Selected gate families:
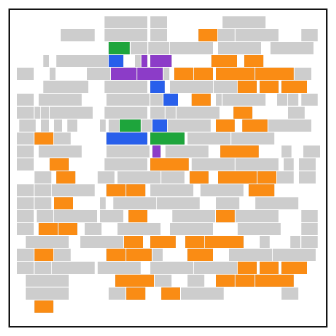
Clock nets:
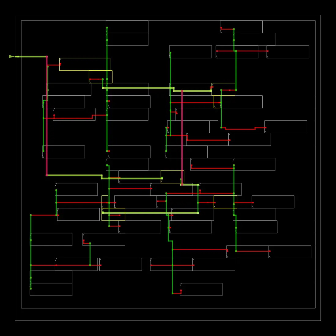
Drive-strength map:
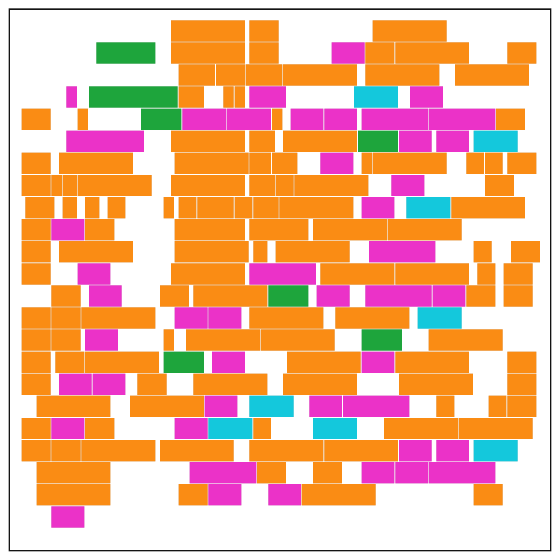
===== src/rtl/io_pkg.sv =====
// io_pkg: shared widths, FIFO depth default and TX state encoding for the I/O port.
package io_pkg;
  localparam int DATA_W_DEF   = 8;
  localparam int AC_W_DEF     = 16;
  localparam int RX_DEPTH_DEF = 4;
  typedef enum logic {TX_IDLE, TX_SEND} tx_state_t;
endpackage


===== src/rtl/io_port_ctrl_if.sv =====
// io_port_ctrl_if: external RX/TX handshakes and CPU INP/OUT strobes; irq pins exist only with IO_IRQ_EN.
interface io_port_ctrl_if #(parameter int DATA_W = 8, parameter int AC_W = 16);
  logic              rx_valid;
  logic              rx_ready;
  logic [DATA_W-1:0] rx_data;
  logic              tx_valid;
  logic              tx_ready;
  logic [DATA_W-1:0] tx_data;
  logic              inp_rd;
  logic              out_wr;
  logic [AC_W-1:0]   ac_in;
  logic [DATA_W-1:0] inpr_out;
  logic              fgi;
  logic              fgo;
`ifdef IO_IRQ_EN
  logic              ion;
  logic              iof;
  logic              irq_ack;
  logic              irq;
  modport slave  (input  rx_valid, rx_data, tx_ready, inp_rd, out_wr, ac_in, ion, iof, irq_ack,
                  output rx_ready, tx_valid, tx_data, inpr_out, fgi, fgo, irq);
  modport master (output rx_valid, rx_data, tx_ready, inp_rd, out_wr, ac_in, ion, iof, irq_ack,
                  input  rx_ready, tx_valid, tx_data, inpr_out, fgi, fgo, irq);
`else
  modport slave  (input  rx_valid, rx_data, tx_ready, inp_rd, out_wr, ac_in,
                  output rx_ready, tx_valid, tx_data, inpr_out, fgi, fgo);
  modport master (output rx_valid, rx_data, tx_ready, inp_rd, out_wr, ac_in,
                  input  rx_ready, tx_valid, tx_data, inpr_out, fgi, fgo);
`endif
endinterface


===== src/rtl/io_rx_fifo.sv =====
// io_rx_fifo: RX byte FIFO holding INPR; head reads 0 when empty, ready is the registered not-full flag.
module io_rx_fifo #(
  parameter int DATA_W   = 8,
  parameter int RX_DEPTH = 4
) (
  input  logic                      clk,
  input  logic                      rst,
  input  logic                      push,
  input  logic [DATA_W-1:0]         push_data,
  input  logic                      pop,
  output logic [DATA_W-1:0]         head,
  output logic [$clog2(RX_DEPTH):0] count,
  output logic                      full,
  output logic                      empty,
  output logic                      ready
);
  localparam int AW = $clog2(RX_DEPTH);
  logic [DATA_W-1:0] mem_q [RX_DEPTH];
  logic [DATA_W-1:0] mem_d [RX_DEPTH];
  logic [AW-1:0]     wr_q, wr_d, rd_q, rd_d;
  logic [AW:0]       cnt_q, cnt_d;
  logic              rdy_q, rdy_d;
  logic              do_push, do_pop;
  assign empty   = cnt_q == '0;
  assign full    = cnt_q == (AW+1)'(RX_DEPTH);
  assign count   = cnt_q;
  assign ready   = rdy_q;
  assign head    = empty ? '0 : mem_q[rd_q];
  // ready is low for the whole first cycle out of reset, so it alone gates pushes
  assign do_push = push & rdy_q;
  assign do_pop  = pop & ~empty;
  always_comb begin
    mem_d        = mem_q;
    mem_d[wr_q]  = do_push ? push_data : mem_q[wr_q];
    wr_d         = wr_q + AW'(do_push);
    rd_d         = rd_q + AW'(do_pop);
    cnt_d        = cnt_q + (AW+1)'(do_push) - (AW+1)'(do_pop);
    rdy_d        = cnt_d != (AW+1)'(RX_DEPTH);
  end
  always_ff @(posedge clk or posedge rst) begin
    if (rst) begin
      mem_q <= '{default: '0};
      wr_q  <= '0;
      rd_q  <= '0;
      cnt_q <= '0;
      rdy_q <= 1'b0;
    end else begin
      mem_q <= mem_d;
      wr_q  <= wr_d;
      rd_q  <= rd_d;
      cnt_q <= cnt_d;
      rdy_q <= rdy_d;
    end
  end
endmodule


===== src/rtl/io_port_ctrl.sv =====
// io_port_ctrl: INPR/FGI via RX FIFO, OUTR/FGO via TX valid/ready FSM; IO_IRQ_EN adds ien and irq.
module io_port_ctrl
  import io_pkg::*;
#(
  parameter int DATA_W   = DATA_W_DEF,
  parameter int AC_W     = AC_W_DEF,
  parameter int RX_DEPTH = RX_DEPTH_DEF
) (
  input logic           clk,
  input logic           rst,
  io_port_ctrl_if.slave bus
);
  logic [$clog2(RX_DEPTH):0] rx_count;
  logic                      rx_full, rx_empty, rx_ready;
  logic [DATA_W-1:0]         rx_head;
  tx_state_t                 state_q, state_d;
  logic [DATA_W-1:0]         outr_q, outr_d;
  logic                      txv_q, txv_d, fgo_q, fgo_d;
  logic                      wr_ok, hs;
  logic                      unused_ok;
  io_rx_fifo #(.DATA_W(DATA_W), .RX_DEPTH(RX_DEPTH)) u_rx (
    .clk       (clk),
    .rst       (rst),
    .push      (bus.rx_valid),
    .push_data (bus.rx_data),
    .pop       (bus.inp_rd),
    .head      (rx_head),
    .count     (rx_count),
    .full      (rx_full),
    .empty     (rx_empty),
    .ready     (rx_ready)
  );
  assign bus.rx_ready = rx_ready;
  assign bus.inpr_out = rx_head;
  assign bus.fgi      = ~rx_empty;
  assign bus.tx_valid = txv_q;
  assign bus.tx_data  = outr_q;
  assign bus.fgo      = fgo_q;
  assign unused_ok    = ^{bus.ac_in[AC_W-1:DATA_W], rx_count, rx_full};
  // OUT is only honoured while idle; the handshake cycle itself still counts as SEND
  assign wr_ok = bus.out_wr & (state_q == TX_IDLE);
  assign hs    = (state_q == TX_SEND) & bus.tx_ready;
  always_comb begin
    state_d = wr_ok ? TX_SEND : hs ? TX_IDLE : state_q;
    outr_d  = wr_ok ? bus.ac_in[DATA_W-1:0] : outr_q;
    txv_d   = wr_ok ? 1'b1 : hs ? 1'b0 : txv_q;
    fgo_d   = wr_ok ? 1'b0 : hs ? 1'b1 : fgo_q;
  end
  always_ff @(posedge clk or posedge rst) begin
    if (rst) begin
      state_q <= TX_IDLE;
      outr_q  <= '0;
      txv_q   <= 1'b0;
      fgo_q   <= 1'b1;
    end else begin
      state_q <= state_d;
      outr_q  <= outr_d;
      txv_q   <= txv_d;
      fgo_q   <= fgo_d;
    end
  end
`ifdef IO_IRQ_EN
  logic ien_q, ien_d, irq_q, irq_d;
  // irq follows the updated ien so an acknowledge drops it on the very next cycle
  always_comb begin
    ien_d = (bus.iof | bus.irq_ack) ? 1'b0 : bus.ion ? 1'b1 : ien_q;
    irq_d = ien_d & (~rx_empty | fgo_q);
  end
  always_ff @(posedge clk or posedge rst) begin
    if (rst) begin
      ien_q <= 1'b0;
      irq_q <= 1'b0;
    end else begin
      ien_q <= ien_d;
      irq_q <= irq_d;
    end
  end
  assign bus.irq = irq_q;
`endif
endmodule


===== src/flat_wrapper.sv =====
// flat-port wrapper written by rule: the top's interface ports become plain ports
module io_port_ctrl_flat import io_pkg::*;
#(
  parameter int DATA_W   = DATA_W_DEF,
  parameter int AC_W     = AC_W_DEF,
  parameter int RX_DEPTH = RX_DEPTH_DEF
)
  (clk, rst, bus_rx_valid, bus_rx_data, bus_tx_ready, bus_inp_rd, bus_out_wr, bus_ac_in, bus_rx_ready, bus_tx_valid, bus_tx_data, bus_inpr_out, bus_fgi, bus_fgo);
  io_port_ctrl_if #(.DATA_W(DATA_W), .AC_W(AC_W)) bus_i ();
  input logic clk;
  input logic rst;
  input wire logic [$bits(bus_i.rx_valid)-1:0] bus_rx_valid;
  input wire logic [$bits(bus_i.rx_data)-1:0] bus_rx_data;
  input wire logic [$bits(bus_i.tx_ready)-1:0] bus_tx_ready;
  input wire logic [$bits(bus_i.inp_rd)-1:0] bus_inp_rd;
  input wire logic [$bits(bus_i.out_wr)-1:0] bus_out_wr;
  input wire logic [$bits(bus_i.ac_in)-1:0] bus_ac_in;
  output wire logic [$bits(bus_i.rx_ready)-1:0] bus_rx_ready;
  output wire logic [$bits(bus_i.tx_valid)-1:0] bus_tx_valid;
  output wire logic [$bits(bus_i.tx_data)-1:0] bus_tx_data;
  output wire logic [$bits(bus_i.inpr_out)-1:0] bus_inpr_out;
  output wire logic [$bits(bus_i.fgi)-1:0] bus_fgi;
  output wire logic [$bits(bus_i.fgo)-1:0] bus_fgo;
  assign bus_i.rx_valid = bus_rx_valid;
  assign bus_i.rx_data = bus_rx_data;
  assign bus_i.tx_ready = bus_tx_ready;
  assign bus_i.inp_rd = bus_inp_rd;
  assign bus_i.out_wr = bus_out_wr;
  assign bus_i.ac_in = bus_ac_in;
  assign bus_rx_ready = bus_i.rx_ready;
  assign bus_tx_valid = bus_i.tx_valid;
  assign bus_tx_data = bus_i.tx_data;
  assign bus_inpr_out = bus_i.inpr_out;
  assign bus_fgi = bus_i.fgi;
  assign bus_fgo = bus_i.fgo;
  io_port_ctrl #(.DATA_W(DATA_W), .AC_W(AC_W), .RX_DEPTH(RX_DEPTH)) u_core (.clk(clk), .rst(rst), .bus(bus_i));
endmodule

===== config.mk =====
export PLATFORM = sky130hd
export DESIGN_NAME = io_port_ctrl_flat
export DESIGN_NICKNAME = d
export VERILOG_FILES = /design/src/rtl/io_pkg.sv /design/src/rtl/io_port_ctrl_if.sv /design/src/rtl/io_rx_fifo.sv /design/src/rtl/io_port_ctrl.sv /design/src/flat_wrapper.sv
export SDC_FILE = /design/constraint.sdc
export NUM_CORES = 1
export LEC_CHECK = 0
export CAP_MARGIN = 20
export CORE_UTILIZATION = 54
export DETAILED_ROUTE_END_ITERATION = 8
export PLACE_DENSITY = 0.92
export SLEW_MARGIN = 10
export SYNTH_ARGS = -nofsm -noshare
export SYNTH_HDL_FRONTEND = slang
export SYNTH_SLANG_ARGS = --single-unit

===== constraint.sdc =====
create_clock -name clk -period 4.3 [get_ports clk]
set_input_delay 0.43 -clock clk [delete_from_list [all_inputs] [get_ports clk]]
set_output_delay 0.43 -clock clk [all_outputs]
set_load 0.01 [all_outputs]

==> impl_metrics.yaml <==
# generated from flow reports
run_status:
  outcome: "complete, no violations"
clock_tree:
  cts.path.max_buffers: 2
  insertion_delay_ns: 0.30
  cts_tree: "built"
  numCtsBuffers: 5
  ctsResizeCount: 0
  cts-root-buf: "clkbuf_8"
  cts_hold_buffers: 0
  cts_setup_buffers: 0
  clkTransAtPathRegs_ns: 0.08
  htree_num_levels: 2
setup_path:
  cp.required_ns: 3.87
  cp-end-kind: "output port"
  worstRegToRegCells: 6
  timing.rr.end: "u_core.u_rx.ready$_DFF_PP0_"
  startpoint: "u_core.u_rx.rd_q[0]$_DFF_PP0_"
  r2r-start: "u_core.u_rx.count[1]$_DFF_PP0_"
  regToRegSetupSlack_ns: 1.98
  cp.arrival_ns: 2.22
  crit_path_max_fanout: 10
  worstSetupStartpointType: "register"
  setup.worst_path.end: "bus_inpr_out[2]"
  path_class: "register to output port"
global_routing:
  grt_pass1_wl_um: 6499
  grt_max_degree: 51
  grt_use_met1: 0.2240
  busiest_layer: "met2"
  grt_usage: 0.2103
  grt_pass1_vias: 1434
  met2_usage: 0.3673
  overflow: 0
  grt_antenna_before_repair: 0
  grt_util_met3: 0.07021
routing:
  top_layer_used: "met4"
  viasPerCell: 5.564
  route.met2.wl_um: 2035
  routedLengthMet1_um: 1568
  firstDrtPassIters: 3
  wl_um: 3980
  drcViolationCount: 0
  vias: 1302
  met3_wirelength_um: 220
  first_iter_violations: 53
  avgRoutedWirePerCell_um: 17.01
  ant_nets: 0
synthesis:
  ys_area_um2: 2246
  postSynthCellCount: 139
  muxShareOfSynthArea: 0.2942
  xor_area_frac: 0.02618
  ys_sh_aoi: 0.01393
  ys_async_sr_fraction: 1.000
  synth.cellmix.adderShare: 0.02006
  ys.flops: 50
  common_cells: "49 x dfrtp_1, 32 x mux2_2, 8 x and2_1, 8 x mux2_4, 8 x mux4_2"
  synth-cells-yosys: 139
  ys_seq_share: 0.5577
  netlist_area_um2: 2246
  synth_warnings: 0
  ys_top_logic_family: "multiplexers"
  yosys.area.top_type: "dfrtp_1"
  synth.avg_cell_area_um2: 16.16
  top_area_frac: 0.5460
  flop_cell: "dfrtp_1"
  synth_cell_type_count: 27
  synth.area.top_cells: "dfrtp_1 55%, mux2_2 16%, mux4_2 8.0%"
  fp_nets: 172
  yosys.cell_count.top_type: "dfrtp_1"
  synth-edff-count: 0
  simple_gate_share: 0.06072
layout:
  drive_above_1_share: 0.3261
  n_fill_cell: 264
  final_nets: 216
  num_antenna_cells: 0
power_and_ir_drop:
  peakVddDrop_mv: 0.3522
  p_switching_w: 0.0006154
  p_seq_frac: 0.410
  powerComb_w: 0.000922
  power.leakage_nw: 1.190
  power_density_nw_per_um2: 748.3
  p_clk_frac: 0.150
  combPwrFrac: 0.440
  sw_frac_of_total: 0.2934
  seq-power_w: 0.000860
  intPower_w: 0.001482
  power_leader: "combinational logic"
final_timing:
  slew_headroom: 0.5657
  slew_violations: 0
  finalClockPeriodUsage: 0.6173
  clock.fmax_mhz: 376.7
  fin_tns_setup_ns: 0
  tightest_slew_ns: 0.6515
  finalHoldViolCount: 0
  finalSetupViolCount: 0
  min_period_ns: 2.654
  rsz0062_at_grt: "false"
placement:
  dp_hpwl_um: 2837
  portBuffers: 41
  dpl.cell_count: 225
  place.gp.congestion: 0.8276
run:
  drv_cap: 0
  warning_count: 34
floorplanning:
  core_area_um2: 4000
  die_h_um: 66.49
  num_rows: 23
  die_w_um: 66.49
  die_area_um2: 4421
  ioPinCount: 50
  initCoreUtil: 0.5615
worst_hold_path:
  hold_path_class: "input port to asynchronous set/reset pin"
Back to the opening pictures, 'selected gate families':
Key: orange = mux cells [cells 48, most used mux2_2, where all over the die]; blue = xor and xnor cells [cells 5]; purple = nand cells [cells 5, most used nand4b_2, where top centre]; green = fa/ha/maj cells [cells 3, most used ha_1]
Final Non-Filler Cells: 234
most instantiated logic cell after routing: dfrtp_1

Back to the opening pictures, 'clock nets':
# clock sinks: 50
P_clk: 0.000315 W
flop count: 50
Worst Skew: 0.01168 ns
clk_buf instances: 7

Back to the opening pictures, 'drive-strength map':
Key: green = x6 and larger [cells 7]; magenta = x2 [cells 45]; orange = x1 and smaller [cells 124]; cyan = x3 and x4 [cells 8]
number of non-clock buffers: 42
synth-to-layout area growth: 24.79%
final setup margin: 1.646 ns
final instance area: 2803 µm²

==> registers in the layout, indices dropped and copies added, names as in the netlist <==
signal / flops
u_core.state_q: 1
u_core.u_rx.count: 3
u_core.u_rx.rd_q: 2
u_core.u_rx.wr_q: 2
u_core.u_rx.mem_q: 32
u_core.bus.fgo: 1
u_core.bus.tx_data: 8
u_core.u_rx.ready: 1
==> area by class of cell <==
class | instances | area (µm²) | area share
multi-input cells | 79 | 932.1 | 0.3326
inverters | 5 | 18.77 | 0.006696
repair buffers | 42 | 430.4 | 0.1536
flip-flops and latches | 50 | 1252 | 0.4469
clock buffers | 7 | 76.32 | 0.02723
well taps | 50 | 62.56 | 0.02232
clock inverters | 1 | 30.03 | 0.01071
==> per-stage QoR <==
step	utilization	total power [W]	area [µm²]	hold WS [ns]	worst slack (ns)
after global routing	0.7007	0.002240	2803	0.4184	1.541
after global placement	0.6691	0.001728	2676	0.4660	1.612
after CTS	0.6957	0.002118	2783	0.5128	1.623
after detailed placement	0.6691	0.001796	2676	0.4921	1.554
final	0.7007	0.002097	2803	0.3964	1.646
after floorplan	-	0.001451	2246	0.4739	2.079
==> critical path: stages (launching register included) <==
cell             delay (ns)
dfrtp_1                0.70
mux4_2                 0.57
and2_1                 0.17
clkdlybuf4s50_1        0.48
==> placed cells by master (no fill, tap or decap), drive strengths merged <==
cell	instances
or3	2
nor2b	1
xor2	2
o311ai	1
fa	1
a21oi	1
o31ai	1
buf	1
xor3	1
and2	8
bufinv	1
mux4	8
clkdlybuf4s50	41
xnor2	2
nor2	1
dfrtp	49
dfstp	1
clkbuf	7
o21ai	2
mux2	40
and4bb	1
inv	5
nand3	1
nand4b	2
nand4	1
ha	2
nand2	1
No activity file was given, so power comes from the tool's default toggle rates.
